===== config.mk =====
export PLATFORM = sky130hd
export DESIGN_NAME = conv_rescaler
export DESIGN_NICKNAME = d
export VERILOG_FILES = /design/src/rtl/conv_rescaler.sv
export SDC_FILE = /design/constraint.sdc
export NUM_CORES = 2
export LEC_CHECK = 0
export CORE_UTILIZATION = 45
export CTS_CLUSTER_DIAMETER = 60
export DETAILED_ROUTE_END_ITERATION = 10
export PLACE_DENSITY = 0.62
export SLEW_MARGIN = 30
export SYNTH_ARGS = -nofsm -noshare
export SYNTH_HDL_FRONTEND = slang
export SYNTH_SLANG_ARGS = --single-unit

===== constraint.sdc =====
create_clock -name clock -period 11.8 [get_ports clock]
set_input_delay 2.36 -clock clock [delete_from_list [all_inputs] [get_ports clock]]
set_output_delay 2.36 -clock clock [all_outputs]
set_load 0.02 [all_outputs]

===== src/rtl/conv_rescaler.sv =====
// Maps signed convolution samples to 0..255 pixels using per-frame min/max and a sequential divider.
// Latency 2 cycles accept->o_valid; o_ready low outside RUN. Optional RESCALER_ROUND_EN selects round-half-up.
module conv_rescaler #(
    parameter int NB_PIXEL = 19,
    parameter int NB_COUNT = 32,
    parameter int NB_OUT   = 8,
    parameter int NB_FRAC  = 16
) (
    input  logic                clock,
    input  logic                reset,
    input  logic                i_extremesValid,
    input  logic [NB_PIXEL-1:0] i_maxValue,
    input  logic [NB_PIXEL-1:0] i_minValue,
    input  logic [NB_COUNT-1:0] i_imageSize,
    input  logic                i_valid,
    input  logic [NB_PIXEL-1:0] i_convValue,
    output logic                o_ready,
    output logic [NB_OUT-1:0]   o_pixel,
    output logic                o_valid,
    output logic                o_endSignal
);
    localparam int NB_RANGE = NB_PIXEL + 1;
    localparam int NB_SCALE = NB_OUT + NB_FRAC;
    localparam int NB_PROD  = NB_RANGE + NB_SCALE;
    localparam int NB_BIT   = $clog2(NB_SCALE);
    localparam logic [NB_BIT-1:0]   BIT_LAST = NB_BIT'(NB_SCALE - 1);
    localparam logic [NB_SCALE-1:0] DIVIDEND = {{NB_OUT{1'b1}}, {NB_FRAC{1'b0}}};
`ifdef RESCALER_ROUND_EN
    localparam logic [NB_PROD:0] ROUND = (NB_PROD+1)'(1) << (NB_FRAC - 1);
`else
    localparam logic [NB_PROD:0] ROUND = '0;
`endif

    typedef enum logic [1:0] {IDLE, DIVIDE, RUN, DRAIN} state_t;

    state_t                       state_q, state_d;
    logic signed [NB_PIXEL-1:0]   min_q, min_d;
    logic [NB_COUNT-1:0]          size_q, size_d, count_q, count_d;
    logic [NB_RANGE-1:0]          range_q, range_d;
    logic [NB_SCALE-1:0]          scale_q, scale_d;
    logic [NB_RANGE-1:0]          rem_q, rem_d;
    logic [NB_BIT-1:0]            bit_q, bit_d;

    logic                         s1_vld_q, s1_last_q, s2_vld_q, s2_last_q;
    logic [NB_RANGE-1:0]          diff_q, diff_d;
    logic [NB_PROD-1:0]           prod_q;
    logic                         vld_q, end_q;
    logic [NB_OUT-1:0]            pixel_q, pixel_d;

    logic                         accept, last_acc, lone_end;
    logic signed [NB_RANGE-1:0]   span, delta;
    logic [NB_RANGE-1:0]          span_pos;
    logic [NB_RANGE:0]            rem_shift;
    logic [NB_PROD:0]             rounded, shifted;

    assign accept   = i_valid && (state_q == RUN);
    assign last_acc = accept && ((count_q + NB_COUNT'(1)) == size_q);

    // Extend by one bit so max-min and conv-min never overflow.
    assign span     = {i_maxValue[NB_PIXEL-1], i_maxValue} - {i_minValue[NB_PIXEL-1], i_minValue};
    assign span_pos = (span > 0) ? NB_RANGE'(span) : '0;
    assign delta    = {i_convValue[NB_PIXEL-1], i_convValue} - {min_q[NB_PIXEL-1], min_q};
    assign rem_shift = {rem_q, scale_q[NB_SCALE-1]};

    always_comb begin
        diff_d = NB_RANGE'(delta);
        if (delta < 0)
            diff_d = '0;
        else if (NB_RANGE'(delta) > range_q)
            diff_d = range_q;
    end

    always_comb begin
        rounded = {1'b0, prod_q} + ROUND;
        shifted = rounded >> NB_FRAC;
        pixel_d = (|shifted[NB_PROD:NB_OUT]) ? '1 : shifted[NB_OUT-1:0];
    end

    always_comb begin
        state_d  = state_q;
        min_d    = min_q;
        size_d   = size_q;
        count_d  = count_q;
        range_d  = range_q;
        scale_d  = scale_q;
        rem_d    = rem_q;
        bit_d    = bit_q;
        lone_end = 1'b0;
        case (state_q)
            IDLE: begin
                if (i_extremesValid) begin
                    min_d   = i_minValue;
                    size_d  = i_imageSize;
                    range_d = span_pos;
                    count_d = '0;
                    rem_d   = '0;
                    bit_d   = '0;
                    if (i_imageSize == '0) begin
                        lone_end = 1'b1;
                    end else if (span_pos != '0) begin
                        scale_d = DIVIDEND;
                        state_d = DIVIDE;
                    end else begin
                        scale_d = '0;
                        state_d = RUN;
                    end
                end
            end
            DIVIDE: begin
                // Restoring division: dividend shifts out of scale while quotient bits shift in.
                if (rem_shift >= {1'b0, range_q}) begin
                    rem_d   = NB_RANGE'(rem_shift - {1'b0, range_q});
                    scale_d = {scale_q[NB_SCALE-2:0], 1'b1};
                end else begin
                    rem_d   = NB_RANGE'(rem_shift);
                    scale_d = {scale_q[NB_SCALE-2:0], 1'b0};
                end
                bit_d = bit_q + NB_BIT'(1);
                if (bit_q == BIT_LAST)
                    state_d = RUN;
            end
            RUN: begin
                if (accept)
                    count_d = count_q + NB_COUNT'(1);
                if (last_acc)
                    state_d = DRAIN;
            end
            DRAIN: begin
                if (end_q) begin
                    count_d = '0;
                    state_d = IDLE;
                end
            end
            default: state_d = IDLE;
        endcase
    end

    always_ff @(posedge clock or negedge reset) begin
        if (!reset) begin
            state_q <= IDLE;
            min_q   <= '0;
            size_q  <= '0;
            count_q <= '0;
            range_q <= '0;
            scale_q <= '0;
            rem_q   <= '0;
            bit_q   <= '0;
        end else begin
            state_q <= state_d;
            min_q   <= min_d;
            size_q  <= size_d;
            count_q <= count_d;
            range_q <= range_d;
            scale_q <= scale_d;
            rem_q   <= rem_d;
            bit_q   <= bit_d;
        end
    end

    always_ff @(posedge clock or negedge reset) begin
        if (!reset) begin
            s1_vld_q  <= 1'b0;
            s1_last_q <= 1'b0;
            diff_q    <= '0;
            s2_vld_q  <= 1'b0;
            s2_last_q <= 1'b0;
            prod_q    <= '0;
            vld_q     <= 1'b0;
            end_q     <= 1'b0;
            pixel_q   <= '0;
        end else begin
            s1_vld_q  <= accept;
            s1_last_q <= last_acc;
            if (accept)
                diff_q <= diff_d;
            s2_vld_q  <= s1_vld_q;
            s2_last_q <= s1_last_q;
            if (s1_vld_q)
                prod_q <= NB_PROD'(diff_q) * NB_PROD'(scale_q);
            vld_q     <= s2_vld_q;
            end_q     <= (s2_vld_q && s2_last_q) || lone_end;
            if (s2_vld_q)
                pixel_q <= pixel_d;
        end
    end

    assign o_ready     = (state_q == RUN);
    assign o_pixel     = pixel_q;
    assign o_valid     = vld_q;
    assign o_endSignal = end_q;
endmodule


Fig. 1: power grid
Pins as bars on the die edge.
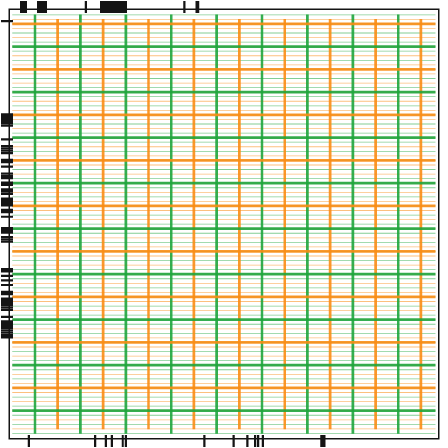
| net | colour |
|---|---|
| VSS | green |
| VDD | orange |
signal pins: 104
met5 straps: 18
met1 rails: 93
rows: 92
met4 straps: 18

Fig. 2: a small window of the routed layout
Region (39, 167) to (89, 217) um. Cells in grey, sequential cells in the stronger grey; small squares are vias.
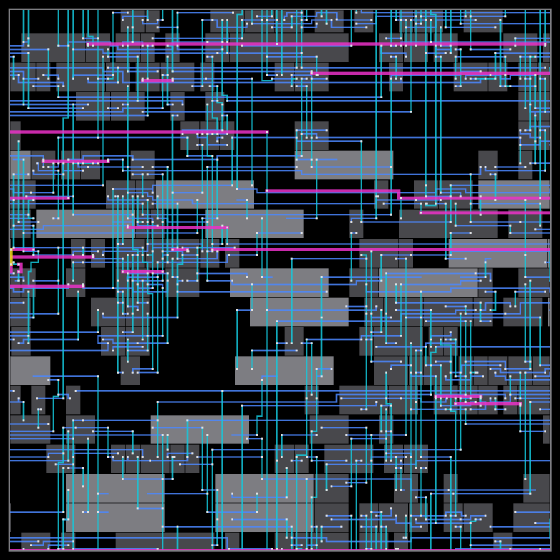
| layer | colour |
|---|---|
| metal 4 | yellow |
| metal 2 | cyan |
| metal 1 | blue |
| metal 3 | magenta |
cells with their middle in the window: 167
netlist names of flops here include: count_q (6), rem_q (5), range_q (3)
sequential cells in the window: 15
most frequent: o21ai_0 (22), nand2_1 (20), dfrtp_1 (15)

Fig. 3: sequential cells grouped by signal name
Other sequential cells in the stronger grey, the rest of the logic in the fainter grey.
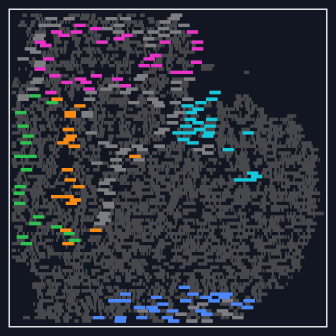
| name in the netlist | colour | flops |
|---|---|---|
| scale_q | cyan | 24 |
| count_q | magenta | 32 |
| prod_q | blue | 28 |
| min_q | green | 19 |
| range_q | orange | 20 |

Fig. 4: selected gate families
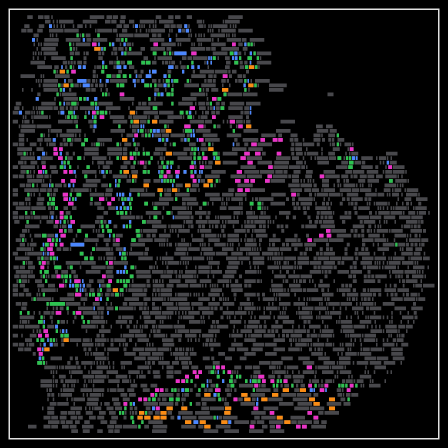
| family | colour | cells |
|---|---|---|
| nor cells | blue | 187 |
| aoi and oai cells | green | 355 |
| mux cells | orange | 54 |
| non-inverting ao/oa cells | magenta | 136 |

Fig. 5: clock nets
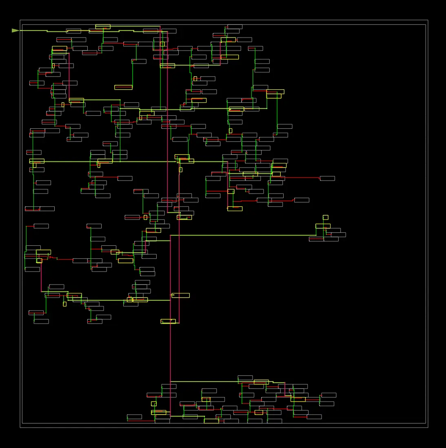
skew final: 17.3 ps
num sequential: 216

Yosys cell counts (all sizes together), types with 8 or more instances:
master / number / area share, %
a211oi: 8 / 0.22
a21o: 44 / 1.1
a21oi: 113 / 2.0
a221o: 11 / 0.38
a22o: 22 / 0.66
a31oi: 17 / 0.37
and2: 269 / 5.8
and3: 14 / 0.30
and4: 9 / 0.27
buf: 20 / 0.37
clkbuf: 154 / 2.0
dfrtp: 216 / 19
fa: 394 / 27
ha: 236 / 10
inv: 521 / 6.7
mux2: 28 / 1.1
mux2i: 26 / 0.90
nand2: 468 / 6.1
nand2b: 16 / 0.35
nand3: 38 / 0.69
nand4: 29 / 0.68
nor2: 85 / 1.1
nor2b: 16 / 0.35
nor3: 54 / 0.99
nor4: 25 / 0.61
o211ai: 11 / 0.28
o21a: 20 / 0.52
o21ai: 120 / 2.1
o22a: 8 / 0.24
o22ai: 13 / 0.28
o31ai: 35 / 0.92
or3: 10 / 0.22
or4: 8 / 0.22
xnor2: 76 / 2.3
xor2: 39 / 1.2
layer usage:
metal  track usage (%)  routed length, um  up-vias
met1              31.3              33100    11200
met2              38.4              35200      563
met4              9.15               2850        0
met5                 0                  0        -
li1                  -                  -    10500
met3              2.92               3820      147
worst reg2reg max path, delay by kind of cell (launching register included):
kind                     cells  cell delay, ps
XOR/XNOR                     1             100
adder cells (fa/ha/maj)      8            3670
AND/OR/NAND/NOR              2             770
AND-OR/OR-AND                6            1680
multiplexers                 1             270
flip-flops                   1            1000
buffers and inverters        4             190
worst max path at each step:
stage                     cells past startpoint                     from  slack [ps]                     end
final                                        22  scale_q[13]$_DFFE_PN0P_        3990  prod_q[38]$_DFFE_PN0P_
after global routing                         25    diff_q[4]$_DFFE_PN0P_        3540  prod_q[38]$_DFFE_PN0P_
after CTS                                    22    diff_q[5]$_DFFE_PN0P_        3970  prod_q[38]$_DFFE_PN0P_
after detailed placement                     21           i_convValue[1]        3960   diff_q[4]$_DFFE_PN0P_
after global placement                       25   scale_q[7]$_DFFE_PN0P_        3920  prod_q[43]$_DFFE_PN0P_
after floorplan                              26    diff_q[2]$_DFFE_PN0P_        5050  prod_q[38]$_DFFE_PN0P_
kinds of logic after synthesis:
group	after synthesis	share of synthesized area [%]
muxes	54	1.99
xor gates and xnor gates	115	3.47
adders and majority gates	630	37.4
DFF	216	18.6
and+or+nand+nor	1058	18.2
buffers and inverters	696	9.12
AOI/OAI and AO/OA	491	11.2
power by group through the flow:
stage / registers [W] / clock network [W] / logic [W]
4_1_cts: 0.000832 / 0.000917 / 0.000421
3_3_place_gp: 0.000842 / 0 / 0.000409
3_5_place_dp: 0.000845 / 0 / 0.000418
5_1_grt: 0.000840 / 0.000953 / 0.000462
6_report: 0.000834 / 0.000895 / 0.000424
2_1_floorplan: 0.000803 / 0 / 0.000314
flip-flops by register name (all words and copies together) (netlist names), 2 cells and up:
name,flops
scale_q,24
min_q,19
bit_q,5
diff_q,20
range_q,20
o_pixel,8
rem_q,20
state_q,2
prod_q,28
size_q,32
count_q,32
==> results.json <==
{
  "path_cells": "and2_1 > fa_1 > fa_1 > inv_1 > fa_1 > inv_1 > fa_1 > fa_1 > fa_1 > inv_1 > fa_1 > inv_1 > ha_1 > o211ai_1 > or3_1 > o211a_1 > o21ai_0 > a21o_1 > a31oi_1 > o21ai_0 > xor2_1 > mux2_2",
  "logic_area_um2": 21000,
  "grtUsageTotal_pct": 23.3,
  "p_per_area_nw_per_um2": 67.9,
  "status": "finished clean",
  "ys.flop_type": "dfrtp_1",
  "yosys_warnings": 0,
  "fillers": 5925,
  "worstHoldEndpoint": "s2_last_q$_DFF_PN0_",
  "synth_cell_types": 82,
  "hold_depth": 0,
  "clock_sinks": 216,
  "cts-resized-gates": 0,
  "crit_arrival_ps": 8280,
  "initCoreUtil_pct": 45.8,
  "final_nets": 3981,
  "timing.rr.start": "scale_q[13]$_DFFE_PN0P_",
  "syn-cell-area_um2": 29000,
  "ys_ff": 216,
  "warnings": 29,
  "ios": 104,
  "worst_pin_slew_ps": 1020,
  "cts.hold.buffers_added": 0,
  "r2r_end": "prod_q[38]$_DFFE_PN0P_",
  "maxSlewHeadroom_pct": 31.8,
  "period_needed_ps": 7810,
  "drv_slew": 0,
  "drive_gt1_share_pct": 4.60,
  "cts_setup_buffers": 0,
  "stdcell_area_um2": 31700,
  "numCtsBuffers": 28,
  "insertion_delay_ps": 600,
  "end_kind": "flop",
  "rsz0062_at_grt": "no",
  "setup_ws_ps": 3990,
  "via_count": 22400,
  "finalWirelength_um": 75000,
  "signal_buffers": 142,
  "avgSynthCellArea_um2": 8.89,
  "p_total_w": 0.00215,
  "area_growth_pct": 9.29,
  "portBuffers": 103,
  "finalHoldViolCount": 0,
  "fin_tns_setup_ps": 0,
  "drt-pass1-iter-count": 6,
  "crit_buf_inv": 4,
  "crit_top_cell": "fa_1",
  "final_cell_mix": "inv_1 (521), nand2_1 (467), fa_1 (394)",
  "r2r_slack_ps": 3990,
  "chipArea_um2": 65500,
  "num_rows": 92,
  "dpl-instance-area_um2": 30700,
  "htreeDepth": 1,
  "sh_seq_area_pct": 17.1,
  "antenna_found_initial": 0,
  "register_area_um2": 5410,
  "dpl_worst_slack_ps": 3960,
  "timing.hold.ws_ps": 359,
  "drtIter0Drc": 1296,
  "detail-route-antenna-nets": 0,
  "final_util_pct": 50.1,
  "synthArstFlopShare_pct": 100,
  "grt_pass1_wl_um": 123000,
  "cp-start-kind": "flop",
  "clock.fmax_mhz": 128,
  "clock-root-buffer": "clkbuf_16",
  "instances_no_fill": 4126,
  "reg2regPathDepth": 22,
  "hold_class": "flop to flop",
  "synth_cells": 3260,
  "syn-num-nets": 3983,
  "place_congestion": 0.892,
  "drc": 0,
  "seq_power_share_pct": 38.7,
  "tap_cells": 846,
  "clock_path_buffers": 3,
  "fin_crit_sh_pct": 66.2,
  "max_stage_delay_ps": 1000
}
No activity file was given, so power comes from the tool's default toggle rates.
